### config.mk
export PLATFORM = sky130hd
export DESIGN_NAME = store_queue_flat
export DESIGN_NICKNAME = d
export VERILOG_FILES = /design/src/rtl/cpu_pkg.sv /design/src/rtl/store_queue_if.sv /design/src/rtl/stq_lane_align.sv /design/src/rtl/store_queue.sv /design/src/flat_wrapper.sv
export SDC_FILE = /design/constraint.sdc
export NUM_CORES = 2
export LEC_CHECK = 0
export ABC_AREA = 1
export CORE_ASPECT_RATIO = 0.5
export CORE_MARGIN = 1
export CORE_UTILIZATION = 50
export CTS_CLUSTER_SIZE = 30
export DETAILED_ROUTE_END_ITERATION = 6
export PLACE_DENSITY = 0.69
export SKIP_CTS_REPAIR_TIMING = 1
export SYNTH_ARGS = -nofsm -noshare
export SYNTH_HDL_FRONTEND = slang
export SYNTH_SLANG_ARGS = --single-unit
### constraint.sdc
create_clock -name clk -period 26.4 [get_ports clk]
set_input_delay 5.28 -clock clk [delete_from_list [all_inputs] [get_ports clk]]
set_output_delay 5.28 -clock clk [all_outputs]
set_load 0.1 [all_outputs]
### src/rtl/cpu_pkg.sv
// Shared core types: store width encoding, store-queue entry and the lane
// alignment helpers that the load queue will reuse.
package cpu_pkg;
    localparam int CPU_XLEN  = 32;
    localparam int CPU_TAG_W = 4;

    typedef enum logic [1:0] {SB = 2'b00, SH = 2'b01, SW = 2'b10} store_width_e;

    typedef struct packed {
        logic                 valid;
        logic [CPU_TAG_W-1:0] rob_tag;
        store_width_e         width;
        logic [CPU_XLEN-1:0]  address;
        logic                 address_valid;
        logic [CPU_XLEN-1:0]  data;
        logic                 data_valid;
        logic [CPU_TAG_W-1:0] data_tag;
        logic                 committed;
        logic                 exc;
    } stq_entry_t;

    // Byte offset actually used: address bits below the access size are ignored.
    function automatic logic [1:0] lane_offset(store_width_e w, logic [1:0] a);
        case (w)
            SB:      return a;
            SH:      return {a[1], 1'b0};
            default: return 2'b00;
        endcase
    endfunction

    function automatic logic [3:0] lane_byte_en(store_width_e w, logic [1:0] a);
        case (w)
            SB:      return 4'b0001 << lane_offset(w, a);
            SH:      return 4'b0011 << lane_offset(w, a);
            default: return 4'hF;
        endcase
    endfunction

    function automatic logic is_misaligned(store_width_e w, logic [1:0] a);
        case (w)
            SH:      return a[0];
            SW:      return a != 2'b00;
            default: return 1'b0;
        endcase
    endfunction
endpackage

### src/rtl/store_queue_if.sv
// Data-memory write port of the store queue (valid/ready).
interface store_queue_if #(parameter int XLEN = 32);
    logic            mem_write_valid;
    logic            mem_write_ready;
    logic [XLEN-1:0] mem_address;
    logic [XLEN-1:0] mem_data;
    logic [3:0]      mem_byte_en;

    modport master (output mem_write_valid, mem_address, mem_data, mem_byte_en,
                    input  mem_write_ready);
    modport slave  (input  mem_write_valid, mem_address, mem_data, mem_byte_en,
                    output mem_write_ready);
endinterface

### src/rtl/stq_lane_align.sv
// Width/offset to byte strobes, lane-shifted data and word-aligned address.
module stq_lane_align
    import cpu_pkg::*;
#(parameter int XLEN = CPU_XLEN) (
    input  store_width_e    i_width,
    input  logic [XLEN-1:0] i_addr,
    input  logic [XLEN-1:0] i_data,
    output logic [XLEN-1:0] o_addr,
    output logic [XLEN-1:0] o_data,
    output logic [3:0]      o_byte_en
);
    logic [1:0] w_off;

    assign w_off     = lane_offset(i_width, i_addr[1:0]);
    assign o_addr    = {i_addr[XLEN-1:2], 2'b00};
    assign o_data    = i_data << {w_off, 3'b000};
    assign o_byte_en = lane_byte_en(i_width, i_addr[1:0]);
endmodule

### src/rtl/store_queue.sv
// Circular store queue: alloc at dispatch, AGU/CDB capture, in-order commit and
// drain, flush of uncommitted stores. Optional macro: STQ_MISALIGN_EN.
module store_queue
    import cpu_pkg::*;
#(
    parameter int XLEN      = CPU_XLEN,
    parameter int STQ_SIZE  = 8,
    parameter int TAG_WIDTH = CPU_TAG_W
) (
    input  logic                 clk,
    input  logic                 reset,
    input  logic                 alloc_en,
    input  logic [TAG_WIDTH-1:0] alloc_rob_tag,
    input  logic [1:0]           alloc_width,
    input  logic                 alloc_data_ready,
    input  logic [XLEN-1:0]      alloc_data,
    input  logic [TAG_WIDTH-1:0] alloc_data_tag,
    output logic                 full,
    output logic                 empty,
    input  logic                 agu_valid,
    input  logic [TAG_WIDTH-1:0] agu_rob_tag,
    input  logic [XLEN-1:0]      agu_address,
    input  logic                 cdb_valid,
    input  logic [TAG_WIDTH-1:0] cdb_rob_tag,
    input  logic [XLEN-1:0]      cdb_data,
    input  logic                 commit_en,
    input  logic [TAG_WIDTH-1:0] commit_rob_tag,
    input  logic                 flush,
    store_queue_if.master        mem
`ifdef STQ_MISALIGN_EN
    ,
    output logic                 misaligned_valid,
    output logic [TAG_WIDTH-1:0] misaligned_rob_tag
`endif
);
    localparam int IW = $clog2(STQ_SIZE);
    localparam int PW = IW + 1;

    logic [PW-1:0] r_head, r_cptr, r_tail;
    stq_entry_t    r_q [STQ_SIZE];

    logic [IW-1:0] w_head_idx, w_cptr_idx, w_tail_idx;
    logic [PW-1:0] w_count, w_cptr_nxt;
    stq_entry_t    w_head_e, w_cmt_e, w_new;
    logic          w_head_rdy, w_drain, w_commit, w_alloc;
    logic [XLEN-1:0] w_al_addr, w_al_data;
    logic [3:0]      w_al_be;

    assign w_head_idx = r_head[IW-1:0];
    assign w_cptr_idx = r_cptr[IW-1:0];
    assign w_tail_idx = r_tail[IW-1:0];
    assign w_count    = r_tail - r_head;
    assign full       = (w_count == PW'(STQ_SIZE));
    assign empty      = (r_tail == r_head);
    assign w_head_e   = r_q[w_head_idx];
    assign w_cmt_e    = r_q[w_cptr_idx];

    assign w_head_rdy = w_head_e.valid && w_head_e.committed && w_head_e.address_valid
                        && w_head_e.data_valid && !w_head_e.exc;
    assign w_drain    = w_head_rdy && mem.mem_write_ready;
    assign w_commit   = commit_en && (r_cptr != r_tail) && w_cmt_e.valid
                        && (w_cmt_e.rob_tag == commit_rob_tag);
    assign w_cptr_nxt = r_cptr + PW'(w_commit);
    assign w_alloc    = alloc_en && !full && !flush;

    // New entry; producer result on the CDB this cycle is caught directly.
    always_comb begin
        w_new          = '0;
        w_new.valid    = 1'b1;
        w_new.rob_tag  = alloc_rob_tag;
        w_new.width    = store_width_e'(alloc_width);
        w_new.data_tag = alloc_data_tag;
        if (alloc_data_ready) begin
            w_new.data       = alloc_data;
            w_new.data_valid = 1'b1;
        end else if (cdb_valid && cdb_rob_tag == alloc_data_tag) begin
            w_new.data       = cdb_data;
            w_new.data_valid = 1'b1;
        end
    end

    stq_lane_align #(.XLEN(XLEN)) u_align (
        .i_width   (w_head_e.width),
        .i_addr    (w_head_e.address),
        .i_data    (w_head_e.data),
        .o_addr    (w_al_addr),
        .o_data    (w_al_data),
        .o_byte_en (w_al_be)
    );

    assign mem.mem_write_valid = w_head_rdy;
    assign mem.mem_address     = w_head_rdy ? w_al_addr : '0;
    assign mem.mem_data        = w_head_rdy ? w_al_data : '0;
    assign mem.mem_byte_en     = w_head_rdy ? w_al_be   : '0;

`ifdef STQ_MISALIGN_EN
    logic                 r_mis_valid;
    logic [TAG_WIDTH-1:0] r_mis_tag;
    assign misaligned_valid   = r_mis_valid;
    assign misaligned_rob_tag = r_mis_tag;
`endif

    always_ff @(posedge clk or posedge reset) begin
        if (reset) begin
            r_head <= '0;
            r_cptr <= '0;
            r_tail <= '0;
            for (int i = 0; i < STQ_SIZE; i++) r_q[i] <= '0;
`ifdef STQ_MISALIGN_EN
            r_mis_valid <= 1'b0;
            r_mis_tag   <= '0;
`endif
        end else begin
`ifdef STQ_MISALIGN_EN
            r_mis_valid <= 1'b0;
`endif
            for (int i = 0; i < STQ_SIZE; i++) begin
                if (agu_valid && r_q[i].valid && r_q[i].rob_tag == agu_rob_tag) begin
                    r_q[i].address       <= agu_address;
                    r_q[i].address_valid <= 1'b1;
`ifdef STQ_MISALIGN_EN
                    r_q[i].exc <= is_misaligned(r_q[i].width, agu_address[1:0]);
                    if (is_misaligned(r_q[i].width, agu_address[1:0])) begin
                        r_mis_valid <= 1'b1;
                        r_mis_tag   <= agu_rob_tag;
                    end
`endif
                end
                if (cdb_valid && r_q[i].valid && !r_q[i].data_valid
                    && r_q[i].data_tag == cdb_rob_tag) begin
                    r_q[i].data       <= cdb_data;
                    r_q[i].data_valid <= 1'b1;
                end
                // Entry committed in this very cycle survives the flush.
                if (flush && r_q[i].valid && !r_q[i].committed
                    && !(w_commit && IW'(i) == w_cptr_idx))
                    r_q[i].valid <= 1'b0;
            end
            if (w_commit) r_q[w_cptr_idx].committed <= 1'b1;
            if (w_drain)  r_q[w_head_idx] <= '0;
            if (w_alloc)  r_q[w_tail_idx] <= w_new;
            r_head <= r_head + PW'(w_drain);
            r_cptr <= w_cptr_nxt;
            r_tail <= flush ? w_cptr_nxt : r_tail + PW'(w_alloc);
        end
    end

    always @(posedge clk)
        if (!reset && commit_en) assert (w_commit);
endmodule
### src/flat_wrapper.sv
// flat-port wrapper written by rule: the top's interface ports become plain ports
module store_queue_flat import cpu_pkg::*;
#(
    parameter int XLEN      = CPU_XLEN,
    parameter int STQ_SIZE  = 8,
    parameter int TAG_WIDTH = CPU_TAG_W
)
  (clk, reset, alloc_en, alloc_rob_tag, alloc_width, alloc_data_ready, alloc_data, alloc_data_tag, full, empty, agu_valid, agu_rob_tag, agu_address, cdb_valid, cdb_rob_tag, cdb_data, commit_en, commit_rob_tag, flush, mem_mem_write_valid, mem_mem_address, mem_mem_data, mem_mem_byte_en, mem_mem_write_ready);
  store_queue_if #(.XLEN(XLEN)) mem_i ();
  input  logic clk;
  input  logic reset;
  input  logic alloc_en;
  input  logic [TAG_WIDTH-1:0] alloc_rob_tag;
  input  logic [1:0] alloc_width;
  input  logic alloc_data_ready;
  input  logic [XLEN-1:0] alloc_data;
  input  logic [TAG_WIDTH-1:0] alloc_data_tag;
  output logic full;
  output logic empty;
  input  logic agu_valid;
  input  logic [TAG_WIDTH-1:0] agu_rob_tag;
  input  logic [XLEN-1:0] agu_address;
  input  logic cdb_valid;
  input  logic [TAG_WIDTH-1:0] cdb_rob_tag;
  input  logic [XLEN-1:0] cdb_data;
  input  logic commit_en;
  input  logic [TAG_WIDTH-1:0] commit_rob_tag;
  input  logic flush;
  output wire logic [$bits(mem_i.mem_write_valid)-1:0] mem_mem_write_valid;
  output wire logic [$bits(mem_i.mem_address)-1:0] mem_mem_address;
  output wire logic [$bits(mem_i.mem_data)-1:0] mem_mem_data;
  output wire logic [$bits(mem_i.mem_byte_en)-1:0] mem_mem_byte_en;
  input wire logic [$bits(mem_i.mem_write_ready)-1:0] mem_mem_write_ready;
  assign mem_mem_write_valid = mem_i.mem_write_valid;
  assign mem_mem_address = mem_i.mem_address;
  assign mem_mem_data = mem_i.mem_data;
  assign mem_mem_byte_en = mem_i.mem_byte_en;
  assign mem_i.mem_write_ready = mem_mem_write_ready;
  store_queue #(.XLEN(XLEN), .STQ_SIZE(STQ_SIZE), .TAG_WIDTH(TAG_WIDTH)) u_core (.clk(clk), .reset(reset), .alloc_en(alloc_en), .alloc_rob_tag(alloc_rob_tag), .alloc_width(alloc_width), .alloc_data_ready(alloc_data_ready), .alloc_data(alloc_data), .alloc_data_tag(alloc_data_tag), .full(full), .empty(empty), .agu_valid(agu_valid), .agu_rob_tag(agu_rob_tag), .agu_address(agu_address), .cdb_valid(cdb_valid), .cdb_rob_tag(cdb_rob_tag), .cdb_data(cdb_data), .commit_en(commit_en), .commit_rob_tag(commit_rob_tag), .flush(flush), .mem(mem_i));
endmodule
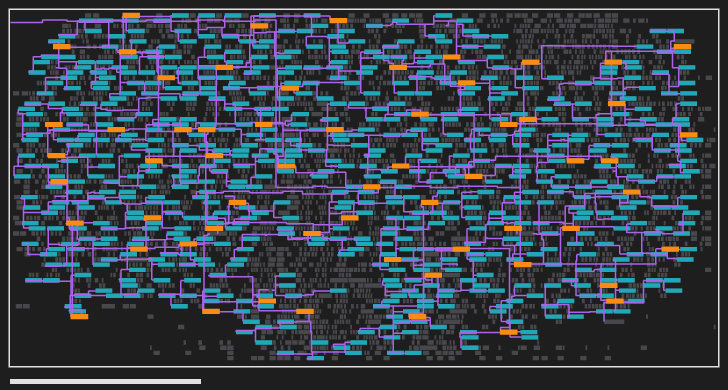
(clock wires, drivers and flops)
Bar = 100 um.
legend:
  clock-net drivers:
    color: orange
    count: 60
  flip-flops:
    color: cyan
    count: 644
  clock wires:
    color: purple
    length: 8520 um
routed clock nets: 61
flops lie: all over the die
maximum clock skew at final layout: 0.02968 ns
power attributed to the clock group: 902 uW

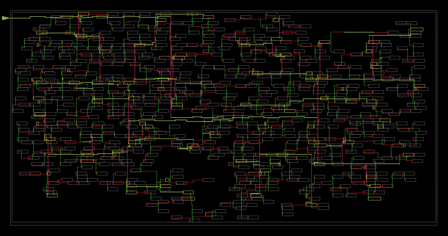
(clock nets)
clock buffer count from CTS: 60
CLK BUF: 87
flop count: 644

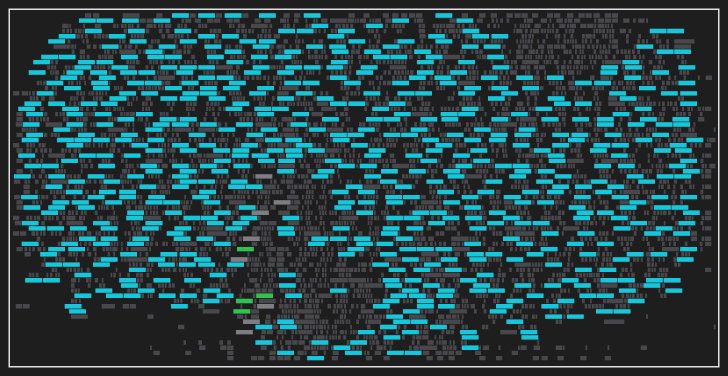
(where the registers sit)
legend:
  `u_core.r_tail`:
    color: green
    sequential_cells: 4
  `u_core.r_q`:
    color: cyan
    sequential_cells: 632
    where: all over the die
not colored: 8

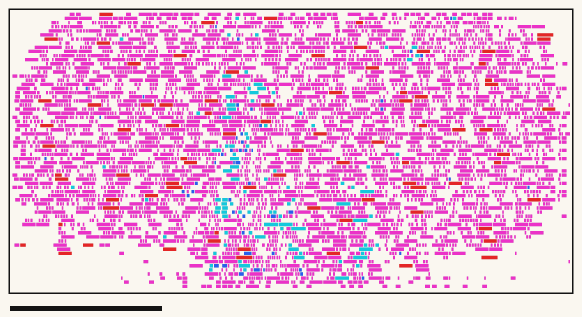
(drive-strength map)
Bar = 100 um.
legend:
  x3 and x4:
    color: cyan
    cells: 94
    share: 2.1%
    most_used: buf_4
  x2:
    color: blue
    cells: 50
    share: 1.1%
    most_used: nand2_2
  x1 and smaller:
    color: magenta
    cells: 4210
    share: 95%
    most_used: nand2_1
  x6 and larger:
    color: red
    cells: 81
    share: 1.8%
    most_used: clkbuf_16
post-route setup slack: 14.14 ns
Non-clock buffers: 248
post-route design area: 38240 um2

==> notes.md <==
Reports from this run.

- The run finished with clean final reports.
- Once layout is complete, the utilization of the core stands at 0.5695.
- Counting cells, the worst reg-to-reg path comes to 12.
- The signal on the critical path passes through inv_2 -> nand2_2 -> buf_4 -> inv_1 -> nand2_1 -> nand2_1 -> nor2_1 -> nand2_1 -> nor2_4 -> nand2_2 -> nand2_1 -> o21ai_0 -> a21oi_1 -> clkdlybuf4s50_1.
- The buffering stage count on the worst path with inverters included reads 4.
- The cell count of the worst hold path is 2.
- The aggregate global routing overflow is 0.
- The post-synthesis mux area share is 0.
- For the worst min-delay path, the startpoint reported by OpenROAD is u_core.r_q[395].
- The most frequent cell after synthesis is sky130_fd_sc_hd__nand2_1.
- Synthesis handed over a netlist of 4443 instances.
- The post-detailed-routing wire length is 125400 um.
- The pin count of the biggest net entering global routing is 173.
- The global-route usage over all layers reads 0.3581.
- The total of endpoints with negative setup slack in the final report reads 0.
- The final antenna-violating net count reads 0.
- The number of endpoints with negative hold slack in the final report is 0.
- Logged for this run, the post-placement worst setup slack is 15.11 ns.
- The level count of the clock H-tree is 2.
- At the pin with the least slew margin, the transition time is 1.205 ns.
- The met2 wirelength from detailed routing reads 55630 um.
- The power density over the cells reads 89.21 nW/um2.
- In this run the core area contains 67 standard-cell rows.
- The leakage power total is 17.26 nW.
- The total vias in the final route is 33530.
- The worst vdd rail ir drop is 0.07864 mV.
- Of the total synthesized cell area, the portion taken by XOR and XNOR cells is 0.01133.
- The timing report attributes the biggest portion of critical-path delay to buffers and inverters.
- The post-synthesis async set-or-reset flop share reads 1.000.
- The number of input and output port buffers inserted reads 195.
- The share of synthesized cell area in and-or and or-and compound cells reads 0.1894.
- The yosys synthesis chip area is 34020 um2.
- Detailed placement ended at an HPWL of 67940 um.
- The data arrival at the endpoint of the critical path is 6.98 ns.
- The most frequent logic cell in the layout is sky130_fd_sc_hd__nand2_1.
- The register with the most flip-flops in the final layout is u_core.r_q.
- The routed metal-1 wirelength reads 50450 um.
- The count of cell instances traversed by the critical path is 14.
- The critical path capture point is mem_mem_data[22].
- The via count of the first global-routing pass reads 31410.
- The combined area of all synthesized cells is 34020 um2.
- The count of synthesis-stage warnings from yosys is 0.
- STA classifies the critical path endpoint as a primary output.
- The portion of synthesized cell area occupied by the leading cell type reads 0.4737.
- The final non-filler cell total is 5333.
- The placement summary gives the final routability congestion estimate as 0.9197.
- Signal nets in the final route climb as high as met4.
- Setup repair after global routing left no endpoint under its margin.
- The register bit count reported by yosys is 644.
- Among all stages on the critical path, the maximum delay recorded is 1.17 ns.
- The average instance area after synthesis reads 7.658 um2.
- The share of post-route cells with drive strength above 1 is 0.05073.
- The library cells used most frequently in the layout, excluding fill and tap cells, are sky130_fd_sc_hd__nand2_1 (728), sky130_fd_sc_hd__o21ai_0 (647), sky130_fd_sc_hd__dfrtp_1 (644), sky130_fd_sc_hd__nor2_1 (452), sky130_fd_sc_hd__nand3_1 (406).
- Once placement completed, the tool counted placed cells totaling 5226.
- The per-cell routed wire length is 23.51 um.
- From synthesis to final layout, the design area changed by 12.39%.
- The reg-to-reg endpoint reads u_core.r_q[438].
- The final routed DRC violation total reads 0.
- TritonCTS built the clock tree.
- The slack of the worst reg-to-reg path is 19.99 ns.
- The clock-pin slew reported for the worst setup and hold paths after clock tree synthesis reads 0.07 ns.
- On the final layout, the worst hold slack is 0.4920 ns.
- The vertical die dimension reported for this design is 186.5 um.
- Based on the critical path, the design can be clocked at up to 0.08158 GHz.
- Summing all placed instances gives a cell area of 36260 um2.
- The wire length on met3 reads 13740 um.
- The worst hold-check path type is register to register.
- The count of TritonRoute iterations in the first routing pass is 6.
- The adder and majority gate portion of the synthesized area reads 0.003310.
- The clock sink count is 644.
- The share of the Yosys chip area taken by registers is 0.4737.
- The cell total in the yosys stat output reads 4443.
- The cell at the slowest stage of the critical path is sky130_fd_sc_hd__clkdlybuf4s50_1.
- The global routing met1 resource utilization is 0.4956.
- The share of the clock period used by the worst path after layout is 0.4643.
- The number of antenna violations at the first check in global routing was 1.
- The total power of the final layout reads 3.411 mW.
- The type of origin of the critical path reads a register.
- The most area-hungry cell type in the Yosys netlist reads sky130_fd_sc_hd__dfrtp_1.
- Per the run summary, max-cap violations total 0.
- Of the total synthesized cell area, the portion taken by AND, OR, NAND and NOR gates is 0.2465.
- The core area reads 67150 um2.
- The dominant non-sequential cell family after synthesis reads simple AND/OR/NAND/NOR gates.
- The final net count reads 4527.
- Per the CTS log, the buffer count on the longest clock path is 3.
- In the hold report, the worst path ends at u_core.r_q[395].
- The skew report gives the latency at the later pin of the worst-skew pair as 0.68 ns.
- Looking at the cell usage after synthesis, the top flip-flop cell is sky130_fd_sc_hd__dfrtp_1.
- The number of flip-flops in the largest register reads 632.
- The master cell of the clock root buffer is sky130_fd_sc_hd__clkbuf_16.
- The worst-case max-slew headroom was logged as 0.1936.
- The worst register-to-register path begins at u_core.r_head[0].
- The first-pass GRT wire length is 190800 um.
- The category of the critical setup timing path is register to primary output.
- The script logs the ratio of routed vias to standard cells as 6.287.
- Ranked by instance count, the synthesized netlist is headed by sky130_fd_sc_hd__nand2_1 (741), sky130_fd_sc_hd__o21ai_0 (647), sky130_fd_sc_hd__dfrtp_1 (644).
- The global routing stage identified its most utilized layer as met2.
- The share of the core filled by cells before placement is 0.5067.
- The die outline width is 370.9 um.
- The met2 routing resource usage after global routing reads 0.5565.
- In the post-synthesis netlist, the biggest area contributors are sky130_fd_sc_hd__dfrtp_1 (47%), sky130_fd_sc_hd__o21ai_0 (9.5%), sky130_fd_sc_hd__nand2_1 (8.2%).
- The required time of the critical path reads 21.12 ns.
- The post-synthesis cell type count reads 48.
- Summed over all failing endpoints, the final setup total negative slack is 0 ns.
- The stage-log warning count is 30.
- The initial DRC count is 4426.
- The source of the critical timing path is u_core.r_head[0].
- The most numerous cell type found on the critical path is sky130_fd_sc_hd__nand2_1.
- The final max-slew violation count is 0.
- The count of boundary I/O pins is 198.
- The number of enable flip-flop cells is 0.
- According to the floorplan report, the total die area is 69160 um2.
- The worst path in the final design needs a cycle of 12.26 ns, including I/O delays and setup.
- The met3 demand-to-capacity share in global routing reads 0.06564.
- Max fanout on the critical path was recorded as 56.
[cell type report]
class / instances / area, um2
fillers: 6127 / 28910
flip-flops and latches: 644 / 16120
multi-input cells: 3178 / 15690
repair buffers: 248 / 2357
clock buffers: 87 / 1693
well taps: 897 / 1122
inverters: 259 / 979.7
clock inverters: 19 / 277.8
diodes: 1 / 2.502
[logic make-up (layout without fill, tap and decap cells)]
logic type               after synthesis  after routing
AND-OR/OR-AND                       1202           1202
buffers and inverters                622            613
XOR/XNOR                              44             44
flip-flops                           644            644
other                                  1              3
AND/OR/NAND/NOR                     1921           1921
adder cells (fa/ha/maj)                9              9
[where the power goes]
part	internal, mW	leakage [nW]	total, mW	switching (mW)
sequential	1.17	8.47	1.30	0.126
clock	0.487	0.945	0.902	0.416
combinational	0.375	7.85	1.21	0.838
total	2.03	17.3	3.41	1.38
Power figures rest on the tool's default switching activity, not on a simulated workload.
